## src/rtl/axi4_lite_biu_fifo_pkg.sv

```systemverilog
// -----------------------------------------------------------------------------
// axi_biu_pkg
//   Shared types for the AXI4-Lite to BIU bridge.
//   axi_resp_t : 2-bit AXI response code (OKAY / EXOKAY / SLVERR / DECERR).
//   biu_resp() : maps a BIU error flag onto the response the bridge reports.
// -----------------------------------------------------------------------------
package axi_biu_pkg;

    typedef enum logic [1:0] {
        RESP_OKAY   = 2'b00,
        RESP_EXOKAY = 2'b01,
        RESP_SLVERR = 2'b10,
        RESP_DECERR = 2'b11
    } axi_resp_t;

    function automatic axi_resp_t biu_resp(input logic err);
        return err ? RESP_SLVERR : RESP_OKAY;
    endfunction

endpackage

```

## src/rtl/axi4_lite_biu_fifo_sync_fifo.sv

```systemverilog
// -----------------------------------------------------------------------------
// axi_biu_sync_fifo
//   Single-clock FIFO with registered full/empty flags and a combinational
//   head output (zero while empty). Pointers carry an extra wrap bit.
//   A push while full or a pop while empty is ignored; a full FIFO refuses a
//   push even when it is popped in the same cycle.
// Ports
//   clk, rst_n       clock, asynchronous active-low reset
//   push, push_data  write request and data
//   pop              remove head entry
//   full, empty      registered occupancy flags
//   head             oldest entry, '0 when empty
// -----------------------------------------------------------------------------
module axi_biu_sync_fifo
    import axi_biu_pkg::*;
#(
    parameter int unsigned WIDTH = 8,
    parameter int unsigned DEPTH = 4
) (
    input  logic             clk,
    input  logic             rst_n,
    input  logic             push,
    input  logic [WIDTH-1:0] push_data,
    input  logic             pop,
    output logic             full,
    output logic             empty,
    output logic [WIDTH-1:0] head
);

    localparam int unsigned PW = $clog2(DEPTH);
    localparam logic [PW:0] PTR_ONE = 1;

    logic [WIDTH-1:0] mem [DEPTH];
    logic [PW:0]      wptr, rptr, wptr_nxt, rptr_nxt;
    logic             do_push, do_pop;

    assign do_push = push & ~full;
    assign do_pop  = pop & ~empty;

    always_comb begin
        wptr_nxt = do_push ? wptr + PTR_ONE : wptr;
        rptr_nxt = do_pop  ? rptr + PTR_ONE : rptr;
    end

    // Flags are computed from the next pointers so they stay registered
    // without lagging the pointer update by a cycle.
    always_ff @(posedge clk or negedge rst_n) begin
        if (!rst_n) begin
            wptr  <= '0;
            rptr  <= '0;
            full  <= 1'b0;
            empty <= 1'b1;
        end else begin
            wptr  <= wptr_nxt;
            rptr  <= rptr_nxt;
            empty <= (wptr_nxt == rptr_nxt);
            full  <= (wptr_nxt[PW] != rptr_nxt[PW]) &&
                     (wptr_nxt[PW-1:0] == rptr_nxt[PW-1:0]);
        end
    end

    always_ff @(posedge clk) begin
        if (do_push) begin
            mem[wptr[PW-1:0]] <= push_data;
        end
    end

    assign head = empty ? '0 : mem[rptr[PW-1:0]];

endmodule

```

## src/rtl/axi4_lite_biu_fifo.sv

```systemverilog
// -----------------------------------------------------------------------------
// axi4_lite_biu_fifo
//   AXI4-Lite slave to BIU bridge with per-channel FIFOs (AW, W, AR requests;
//   B, R responses) so several transfers can be outstanding, one per cycle
//   per path. Write and read paths are independent.
// Ports
//   S_AXI_ACLK / S_AXI_ARESETn        clock, asynchronous active-low reset
//   S_AXI_AW*, S_AXI_W*, S_AXI_B*     AXI4-Lite write channels
//   S_AXI_AR*, S_AXI_R*               AXI4-Lite read channels
//   biu_waddr/wdata/wben/wenable      BIU write request (FIFO heads)
//   biu_waccept/werror                BIU write completion
//   biu_raddr/renable                 BIU read request
//   biu_rdata/raccept/rerror          BIU read completion
// Configuration
//   AXI_BIU_TIMEOUT_EN : when defined, a request not accepted within
//   TIMEOUT_CYCLES cycles completes on its own with SLVERR (read data 0).
// -----------------------------------------------------------------------------
module axi4_lite_biu_fifo
    import axi_biu_pkg::*;
#(
    parameter int unsigned ADDR_WIDTH     = 32,
    parameter int unsigned DATA_WIDTH     = 32,
    parameter int unsigned REQ_DEPTH      = 4,
    parameter int unsigned RESP_DEPTH     = 4,
    parameter int unsigned TIMEOUT_CYCLES = 256
) (
    input  logic                    S_AXI_ACLK,
    input  logic                    S_AXI_ARESETn,
    input  logic [ADDR_WIDTH-1:0]   S_AXI_AWADDR,
    input  logic [2:0]              S_AXI_AWPROT,
    input  logic                    S_AXI_AWVALID,
    output logic                    S_AXI_AWREADY,
    input  logic [DATA_WIDTH-1:0]   S_AXI_WDATA,
    input  logic [DATA_WIDTH/8-1:0] S_AXI_WSTRB,
    input  logic                    S_AXI_WVALID,
    output logic                    S_AXI_WREADY,
    output logic [1:0]              S_AXI_BRESP,
    output logic                    S_AXI_BVALID,
    input  logic                    S_AXI_BREADY,
    input  logic [ADDR_WIDTH-1:0]   S_AXI_ARADDR,
    input  logic [2:0]              S_AXI_ARPROT,
    input  logic                    S_AXI_ARVALID,
    output logic                    S_AXI_ARREADY,
    output logic [DATA_WIDTH-1:0]   S_AXI_RDATA,
    output logic [1:0]              S_AXI_RRESP,
    output logic                    S_AXI_RVALID,
    input  logic                    S_AXI_RREADY,
    output logic [ADDR_WIDTH-1:0]   biu_waddr,
    output logic [DATA_WIDTH-1:0]   biu_wdata,
    output logic [DATA_WIDTH/8-1:0] biu_wben,
    output logic                    biu_wenable,
    input  logic                    biu_waccept,
    input  logic                    biu_werror,
    output logic [ADDR_WIDTH-1:0]   biu_raddr,
    output logic                    biu_renable,
    input  logic [DATA_WIDTH-1:0]   biu_rdata,
    input  logic                    biu_raccept,
    input  logic                    biu_rerror
);

    localparam int unsigned SW = DATA_WIDTH / 8;

    logic                        aw_full, aw_empty;
    logic [ADDR_WIDTH-1:0]       aw_head;
    logic                        w_full, w_empty;
    logic [DATA_WIDTH+SW-1:0]    w_head;
    logic                        b_full, b_empty;
    logic [1:0]                  b_head;
    logic                        ar_full, ar_empty;
    logic [ADDR_WIDTH-1:0]       ar_head;
    logic                        r_full, r_empty;
    logic [DATA_WIDTH+1:0]       r_head;

    logic                        w_to, r_to;
    logic                        w_done, r_done;
    axi_resp_t                   w_resp, r_resp;
    logic [DATA_WIDTH-1:0]       r_data_in;
    logic                        unused_prot;

    assign unused_prot = ^{S_AXI_AWPROT, S_AXI_ARPROT};

    // ---------------- request side ----------------
    axi_biu_sync_fifo #(.WIDTH(ADDR_WIDTH), .DEPTH(REQ_DEPTH)) u_aw_fifo (
        .clk(S_AXI_ACLK), .rst_n(S_AXI_ARESETn),
        .push(S_AXI_AWVALID), .push_data(S_AXI_AWADDR), .pop(w_done),
        .full(aw_full), .empty(aw_empty), .head(aw_head)
    );

    axi_biu_sync_fifo #(.WIDTH(DATA_WIDTH + SW), .DEPTH(REQ_DEPTH)) u_w_fifo (
        .clk(S_AXI_ACLK), .rst_n(S_AXI_ARESETn),
        .push(S_AXI_WVALID), .push_data({S_AXI_WDATA, S_AXI_WSTRB}), .pop(w_done),
        .full(w_full), .empty(w_empty), .head(w_head)
    );

    axi_biu_sync_fifo #(.WIDTH(ADDR_WIDTH), .DEPTH(REQ_DEPTH)) u_ar_fifo (
        .clk(S_AXI_ACLK), .rst_n(S_AXI_ARESETn),
        .push(S_AXI_ARVALID), .push_data(S_AXI_ARADDR), .pop(r_done),
        .full(ar_full), .empty(ar_empty), .head(ar_head)
    );

    assign S_AXI_AWREADY = ~aw_full;
    assign S_AXI_WREADY  = ~w_full;
    assign S_AXI_ARREADY = ~ar_full;

    // ---------------- BIU issue ----------------
    assign biu_wenable = ~aw_empty & ~w_empty & ~b_full;
    assign biu_waddr   = biu_wenable ? aw_head : '0;
    assign biu_wdata   = biu_wenable ? w_head[DATA_WIDTH+SW-1:SW] : '0;
    assign biu_wben    = biu_wenable ? w_head[SW-1:0] : '0;

    assign biu_renable = ~ar_empty & ~r_full;
    assign biu_raddr   = biu_renable ? ar_head : '0;

`ifdef AXI_BIU_TIMEOUT_EN
    localparam int unsigned     TW      = $clog2(TIMEOUT_CYCLES);
    localparam logic [TW-1:0]   T_LAST  = TW'(TIMEOUT_CYCLES - 1);
    localparam logic [TW-1:0]   T_ONE   = 1;

    logic [TW-1:0] w_cnt, r_cnt;

    assign w_to = biu_wenable & ~biu_waccept & (w_cnt == T_LAST);
    assign r_to = biu_renable & ~biu_raccept & (r_cnt == T_LAST);

    // Counters restart on accept, on idle, and after a self-completion so the
    // next queued request gets its own full window.
    always_ff @(posedge S_AXI_ACLK or negedge S_AXI_ARESETn) begin
        if (!S_AXI_ARESETn) begin
            w_cnt <= '0;
            r_cnt <= '0;
        end else begin
            w_cnt <= (biu_wenable & ~biu_waccept & ~w_to) ? w_cnt + T_ONE : '0;
            r_cnt <= (biu_renable & ~biu_raccept & ~r_to) ? r_cnt + T_ONE : '0;
        end
    end
`else
    assign w_to = 1'b0;
    assign r_to = 1'b0;
`endif

    // A self-completed request reports SLVERR regardless of the error inputs.
    assign w_done    = biu_wenable & (biu_waccept | w_to);
    assign r_done    = biu_renable & (biu_raccept | r_to);
    assign w_resp    = biu_waccept ? biu_resp(biu_werror) : RESP_SLVERR;
    assign r_resp    = biu_raccept ? biu_resp(biu_rerror) : RESP_SLVERR;
    assign r_data_in = biu_raccept ? biu_rdata : '0;

    // ---------------- response side ----------------
    axi_biu_sync_fifo #(.WIDTH(2), .DEPTH(RESP_DEPTH)) u_b_fifo (
        .clk(S_AXI_ACLK), .rst_n(S_AXI_ARESETn),
        .push(w_done), .push_data(w_resp), .pop(S_AXI_BREADY),
        .full(b_full), .empty(b_empty), .head(b_head)
    );

    axi_biu_sync_fifo #(.WIDTH(DATA_WIDTH + 2), .DEPTH(RESP_DEPTH)) u_r_fifo (
        .clk(S_AXI_ACLK), .rst_n(S_AXI_ARESETn),
        .push(r_done), .push_data({r_data_in, r_resp}), .pop(S_AXI_RREADY),
        .full(r_full), .empty(r_empty), .head(r_head)
    );

    assign S_AXI_BVALID = ~b_empty;
    assign S_AXI_BRESP  = b_head;
    assign S_AXI_RVALID = ~r_empty;
    assign S_AXI_RDATA  = r_head[DATA_WIDTH+1:2];
    assign S_AXI_RRESP  = r_head[1:0];

endmodule
```

## config.mk

```make
export PLATFORM = sky130hd
export DESIGN_NAME = axi4_lite_biu_fifo
export DESIGN_NICKNAME = d
export VERILOG_FILES = /design/src/rtl/axi4_lite_biu_fifo_pkg.sv /design/src/rtl/axi4_lite_biu_fifo_sync_fifo.sv /design/src/rtl/axi4_lite_biu_fifo.sv
export SDC_FILE = /design/constraint.sdc
export NUM_CORES = 1
export LEC_CHECK = 0
export CAP_MARGIN = 20
export CORE_ASPECT_RATIO = 0.9
export CORE_MARGIN = 1.5
export CORE_UTILIZATION = 52
export CTS_BUF_LIST = sky130_fd_sc_hd__clkbuf_4 sky130_fd_sc_hd__clkbuf_8
export DETAILED_ROUTE_END_ITERATION = 16
export PLACE_DENSITY = 0.86
export SLEW_MARGIN = 20
export SYNTH_ARGS = -nofsm -noshare
export SYNTH_HDL_FRONTEND = slang
export SYNTH_SLANG_ARGS = --single-unit
```

## constraint.sdc

```tcl
create_clock -name S_AXI_ACLK -period 2.11 [get_ports S_AXI_ACLK]
set_input_delay 0.211 -clock S_AXI_ACLK [delete_from_list [all_inputs] [get_ports S_AXI_ACLK]]
set_output_delay 0.211 -clock S_AXI_ACLK [all_outputs]
set_load 0.005 [all_outputs]
```

==> deck_impl_summary.md, run 1 <==
Implementation Results

Run status
  • Status: complete, but fails checks
  • Violated checks: setup timing

Final timing
  • Final setup violation count: 133
  • Final worst slack: -0.332 ns
  • Max-slew violation count: 0
  • Period minus WS final: around 2.4 ns
  • Relative slew slack: a little over half
  • Final Cycle Share: 116%

Drt
  • Drt drc: 0
  • Via/cell ratio: ~5.5
  • Post-route ant nets: 0

Setup path
  • Slowest-stage cell, CP: mux4_2
  • Flop2flop setup slack: roughly 0.08 ns
  • Top Family by Delay on Critical Path: multiplexers
  • WS Path Type: register to primary output
  • Worst path arrival time: 2.23 ns

Logic synthesis
  • Dominant Register Cell: edfxtp_1
  • EDFF count, synth: 536
  • Mux contribution to synthesized area: 13.8%
  • Ys flops: 576
  • Cell variety after synth: 32
  • Yosys stat cell total: 1070
  • Top-area cell share: 71.0%

Job
  • Max Cap Violations: 0

Clock tree
  • Hold_buf cts: 1
  • Clock-pin slew on the worst setup and hold paths: 0.06 ns
  • # H-tree levels: 3

Power and ir drop
  • Pwr top: combinational cells
  • Peak supply drop: between 1 and 1.5 mV
  • Comb power frac: a little over two fifths
  • Clock power frac: 20.9%

Floorplanning
  • Initial Util: a little over half
  • Die Wd: about 220 um

Global route
  • GR Util met3: 6.48%

Finish
  • Logic area: around 0.0056 mm2
  • Commonest Layout Cell: edfxtp_1
  • Flop area: ~0.017 mm2
  • Commonest non-fill, non-tap cells in the layout: edfxtp_1, clkdlybuf4s50_1, buf_6, mux4_2, and2_4

Placement
  • Routability cong.: between 0.7 and 0.8
## run 1: state kept, by name, indices dropped and copies added (netlist names), 3 cells and up
signal	flops
u_w_fifo.rptr	3
u_b_fifo.wptr	3
u_w_fifo.wptr	3
u_b_fifo.mem	4
u_aw_fifo.wptr	3
u_aw_fifo.rptr	3
u_aw_fifo.mem	128
u_ar_fifo.mem	128
u_w_fifo.mem	144
u_r_fifo.wptr	3
u_b_fifo.rptr	3
u_r_fifo.mem	132
u_r_fifo.rptr	3
u_ar_fifo.rptr	3
u_ar_fifo.wptr	3
## run 1: stage by stage
step / TNS (ns) / area [um2] / hold WS [ns] / power, uW
floorplan: 0 / 22700 / -0.0846 / 23800
global placement: 0 / 26800 / 0.277 / 30700
detailed placement: 0 / 26800 / 0.283 / 31200
CTS: -42.77 / 30000 / 0.102 / 44000
global route: -43.84 / 30100 / 0.127 / 46500
finish: -30.16 / 30100 / 0.163 / 44400
## run 1: final cells by class
type / count / area share, %
multi-input cells: 418 / 18.5
clock inverters: 47 / 0.894
repair buffers: 422 / 16.0
inverters: 25 / 0.324
well taps: 555 / 2.31
clock buffers: 121 / 5.02
flip-flops and latches: 576 / 56.9
diodes: 7 / 0.0582
## run 1: worst paths after layout
kind                              startpoint             endpoint
max reg2reg                u_aw_fifo.rptr[0]       u_aw_fifo.full
max in group asynchronous      S_AXI_ARESETn      u_aw_fifo.empty
min reg2reg                 u_b_fifo.wptr[2]     u_b_fifo.wptr[2]
min in group S_AXI_ACLK      S_AXI_AWADDR[2]  u_aw_fifo.mem[3][2]
min                            S_AXI_ARESETn        u_b_fifo.full
max                         u_r_fifo.rptr[0]      S_AXI_RDATA[22]
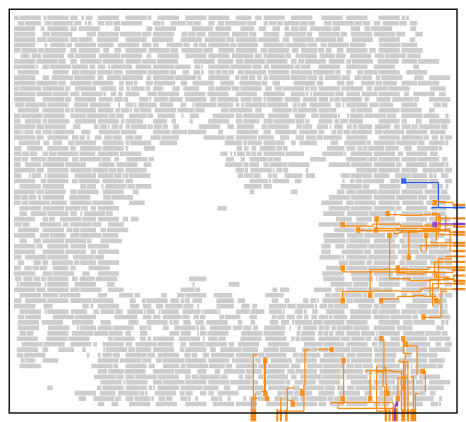
Run 1: nets reached from selected ports
Drawn at 2 px/um.
Blue stands for biu_rerror, direction input, edge right, end cells 1, buffers 1, wire 43.0 um. Orange stands for biu_rdata, direction input, edge 16 right, 16 bottom, end cells 32, buffers 32, wire 1410 um. Purple stands for S_AXI_RRESP, direction output, edge 1 bottom, 1 right, end cells 2, buffers 1, wire 14.0 um.
count of input and output buffers: 283
number of I/O pins: 292

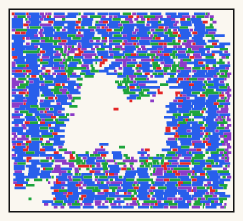
Run 1: cell classes on the final placement
Drawn at 1 px/um.
Purple stands for remaining buffers and delay cells, cells 422, share of their area 16%. Blue stands for sequential cells, cells 576, share of their area 58%. Green stands for remaining logic cells, cells 443, share of their area 19%. Red stands for clock drivers and dummy loads, cells 168, share of their area 6.1%.
Site Rows: 72
fin area: 0.0301 mm2
sequential cell area share: 56.9%
fin util: 70.0%
CORE AREA: 0.0430 mm2

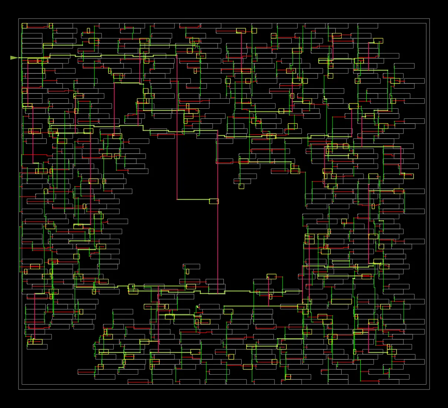
Run 1: clock nets
clk latency late pin: 0.68 ns
clock sink count: 576
clock buf count: 121
clk_skew: 0.0282 ns

==> inputs of run 2 (changes only) <==
Settings changed: CORE_UTILIZATION 52 to 57, PLACE_DENSITY 0.86 to 0.89, SKIP_LAST_GASP from default to 1.
Clock period 2.11 ns to 2.5 ns, I/O delays scaled along.
==> deck_impl_summary.md, run 2 <==
Implementation Results

Finish
  • Logic area: 0.00552 mm2 (-1.1%)
  • Flop area: 0.0171 mm2 (about the same)
  • Max FFs per register: 144 (unchanged)
  • Commonest non-fill, non-tap cells in the layout: edfxtp_1, clkdlybuf4s50_1, mux4_2, buf_6, and2_4
  • Commonest Layout Cell: edfxtp_1

Setup path
  • CP Launch Point: u_r_fifo.rptr[0]
  • Worst setup endpoint: S_AXI_RDATA[18]
  • Slowest-stage cell, CP: dfrtp_4
  • FF-to-FF End: u_ar_fifo.empty
  • R2R Path Start: u_ar_fifo.rptr[0]
  • Top Family by Delay on Critical Path: flip-flops
  • WS Path Type: register to primary output
  • Worst path arrival time: 2.31 ns (+0.08 ns)

Logic synthesis
  • Ys flops: 576 (unchanged)
  • Cell variety after synth: 32 (unchanged)
  • Dominant Register Cell: edfxtp_1
  • Mux contribution to synthesized area: 13.8% (unchanged)

Clock tree
  • Clock sink count: 576 (unchanged)
  • Clk latency late pin: 0.65 ns (-0.03 ns)
  • Clock-pin slew on the worst setup and hold paths: 0.06 ns (about the same)
  • # H-tree levels: 3 (unchanged)

Floorplanning
  • Die Wd: 213 um (-4.4%)
  • CORE AREA: 0.0394 mm2 (-8.4%)
  • Site Rows: 69 (-4.2%)
  • Initial Util: 57.6% (+4.8 points)
  • Number of I/O pins: 292 (unchanged)

Drt
  • Post-route ant nets: 0 (unchanged)
  • Drt drc: 0 (unchanged)
  • Via/cell ratio: 5.61 (+1.4%)

Final timing
  • Final worst slack: -0.0554 ns (+0.276 ns)
  • Fmax: about 390 MHz
  • Final setup violation count: 16 (-88%)
  • Final Cycle Share: 102%
  • Clk_skew: 0.0265 ns (-0.00164 ns)
  • Period minus WS final: approximately 2.6 ns
  • Relative slew slack: 64.5% (+11 points)

Run status
  • Violated checks: setup timing
  • Status: complete, but fails checks

Power and ir drop
  • Comb power frac: 42.6% (-0.9 points)
  • Peak supply drop: 0.890 mV (-30%)
  • Clock power frac: 20.6% (-0.3 points)

Job
  • Max Cap Violations: 0 (unchanged)
==> run 2: stage by stage <==
step | hold WS, ns | setup TNS [ns] | utilization (%) | cell area (um2) | power, uW
floorplan | -0.0456 | 0 | - | 22700 | 20100
global placement | 0.438 | 0 | 67.2 | 26500 | 25500
detailed placement | 0.460 | 0 | 67.2 | 26500 | 25900
CTS | 0.170 | -5.56 | 74.5 | 29300 | 36000
global route | 0.153 | -4.49 | 74.8 | 29500 | 38100
finish | 0.157 | -0.469 | 74.8 | 29500 | 36500
==> run 2: cell type report <==
class	instances	share of cell area, %
diodes	2	0.0170
clock buffers	114	4.79
clock inverters	35	0.837
inverters	25	0.319
multi-input cells	418	18.7
flip-flops and latches	576	58.1
well taps	532	2.26
repair buffers	416	15.0
==> run 2: worst register-to-register path, stage by stage (launching register included) <==
cell and delay [ns]:
dfrtp_4 0.57, buf_8 0.17, buf_6 0.12, buf_4 0.12, ha_1 0.18, and4bb_2 0.23
xnor2_1 0.24, xnor2_1 0.17, nor3b_1 0.25
==> run 2: what timing repair did <==
action                                  4_1_cts  5_1_grt
endpoints found under the setup margin      135      128
gates cloned                                 12        0
endpoints found under the hold margin        35        0
resized                                     686      126
hold buffers                                  1        0
setup buffers                                94       13
pin swaps                                     1       10
==> run 2: cell families (layout without fill, tap and decap cells) <==
group / after synthesis / after routing
other: 1 / 4
and+or+nand+nor: 212 / 212
muxes: 144 / 144
DFF: 576 / 576
buffers and inverters: 77 / 590
xor gates and xnor gates: 35 / 35
adders and majority gates: 25 / 25
==> run 2: power groups by stage <==
stage	Combinational, uW	Clock, uW	Sequential, uW
5_1_grt	16500	8060	13600
2_1_floorplan	6860	0	13200
3_3_place_gp	12100	0	13400
6_report	15500	7530	13400
3_5_place_dp	12400	0	13600
4_1_cts	15000	7580	13400
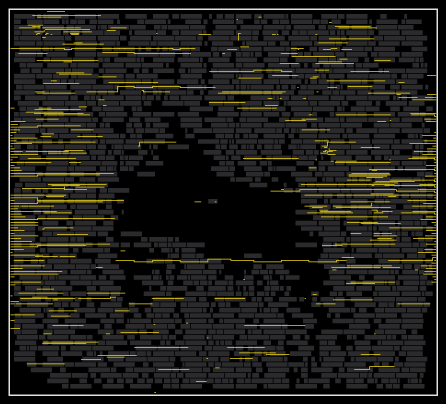
Run 2: signal wires on met3
Drawn at 2 px/um. Cells faint in the background.
The layer holds 8.4% of the routed length. The layer carries 4340 um of wire.
GR Util met3: 6.90%
routed vias: 11900
Post-Route WL: 51.7 mm

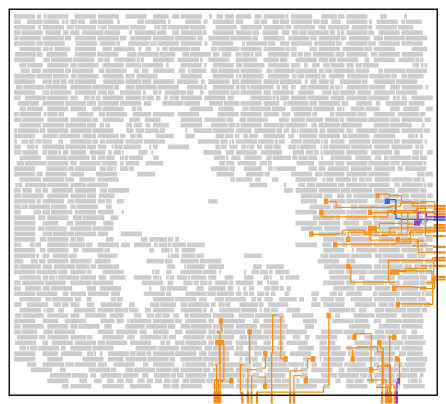
Run 2: nets reached from selected ports
Drawn at 2 px/um.
Blue stands for biu_rerror, direction input, edge right, end cells 1, buffers 1, wire 42.0 um. Orange stands for biu_rdata, direction input, edge 17 bottom, 15 right, end cells 32, buffers 32, wire 1330 um. Purple stands for S_AXI_RRESP, direction output, edge 1 bottom, 1 right, end cells 2, buffers 1, wire 21.1 um.

Run 2, cell classes on the final placement:
Drawn at 1 px/um.
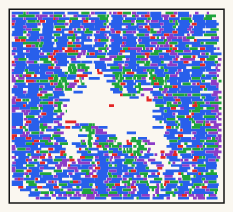

==> inputs of run 3 (changes only) <==
Settings changed: TNS_END_PERCENT from default to 20.
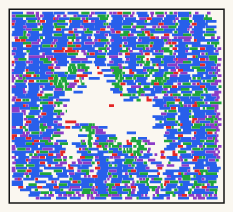
Run 3: cell classes on the final placement
Drawn at 1 px/um.
Purple stands for remaining buffers and delay cells, cells 400, share of their area 14%. Red stands for clock drivers and dummy loads, cells 149, share of their area 5.9%. Blue stands for sequential cells, cells 576, share of their area 60%. Green stands for remaining logic cells, cells 443, share of their area 20%.
fin util: 73.7%
Site Rows: 69

==> deck_impl_summary.md, run 3 <==
Implementation Results

Run status
  • Status: complete, but fails checks
  • Violated checks: setup timing

Setup path
  • R2R Path Start: u_r_fifo.rptr[0]
  • Top Family by Delay on Critical Path: buffers and inverters
  • FF-to-FF End: u_r_fifo.full

Job
  • Max Cap Violations: 0 (unchanged)

Finish
  • Registers: 576 (unchanged)
  • Fin area: 0.0290 mm2 (-1.6%)
  • Clock buf count: 114 (unchanged)
  • Non-CTS inverters: 25 (unchanged)
  • Max FFs per register: 144 (unchanged)
  • Commonest non-fill, non-tap cells in the layout: edfxtp_1, clkdlybuf4s50_1, mux4_2, and2_1, clkbuf_8
  • Buffers outside the clock class: 400 (-3.8%)

Final timing
  • Final setup violation count: 15 (-1)
  • Final Cycle Share: 101% (-1.3 points)
  • Final worst slack: -0.0225 ns (+0.0329 ns)

Drt
  • Via/cell ratio: 5.59 (-0.35%)
  • Routed vias: 11800 (-1.1%)
  • Post-route ant nets: 0 (unchanged)

Power and ir drop
  • Pwr top: combinational cells
  • Clk. pwr: 7510 uW (about the same)
  • Power Combinational: 14100 uW (-9%)

Clock tree
  • # H-tree levels: 3 (unchanged)
  • Clock-pin slew on the worst setup and hold paths: 0.06 ns (about the same)
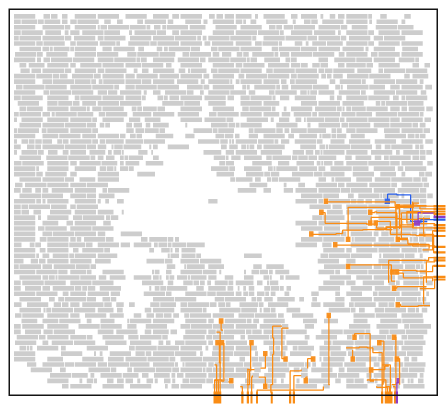
Run 3: nets reached from selected ports
Drawn at 2 px/um.
Blue stands for biu_rerror, direction input, edge right, end cells 1, buffers 1, wire 45.6 um. Purple stands for S_AXI_RRESP, direction output, edge 1 bottom, 1 right, end cells 2, buffers 1, wire 22.5 um. Orange stands for biu_rdata, direction input, edge 17 bottom, 15 right, end cells 32, buffers 32, wire 1360 um.

-- run 3: netlist changes by cell type in the layout (fill, tap and decap cells not counted), moves of 21 or more --
cell | previous run | this run
buf_6 | 129 | 46
and2_1 | 67 | 91
clkbuf_2 | 9 | 41
and2_4 | 108 | 84
buf_4 | 35 | 56
dlygate4sd2_1 | 1 | 38
buf_2 | 48 | 15
-- run 3: stage by stage --
| step | std cells | total power (uW) |
|---|---|---|
| floorplan | 1071 | 20100 |
| global placement | 1875 | 25500 |
| detailed placement | 1875 | 25900 |
| CTS | 2101 | 34700 |
| global route | 2101 | 36700 |
| finish | 2102 | 35100 |
-- run 3: timing repair --
item | CTS | global route
buffers inserted | 66 | 11
hold buffers | 1 | 0
gates cloned | 10 | 1
gates resized | 326 | 189
pin swaps | 1 | 0
endpoints found under the setup margin | 135 | 129
endpoints found under the hold margin | 35 | 0
-- run 3: routing by layer --
metal / share of wire, % / track usage (%)
met1: 38 / 30.6
met5: 0.026 / 0
met3: 7.1 / 6.72
met2: 53 / 41.8
met4: 2.3 / 7.94
-- run 3: worst max-delay path by stage --
| stage | from | end | slack, ns | depth (start not counted) |
|---|---|---|---|---|
| global placement | u_ar_fifo.rptr[0] | biu_raddr[13] | 0.30 | 4 |
| finish | u_w_fifo.rptr[0] | biu_wdata[9] | -0.02 | 5 |
| floorplan | u_r_fifo.full | u_r_fifo.mem[0][10] | 0.51 | 2 |
| detailed placement | u_ar_fifo.rptr[0] | biu_raddr[12] | 0.26 | 4 |
| global route | u_r_fifo.rptr[0] | S_AXI_RDATA[4] | -0.12 | 5 |
| CTS | u_aw_fifo.rptr[0] | biu_waddr[4] | -0.18 | 7 |
No activity file was given, so power comes from the tool's default toggle rates.
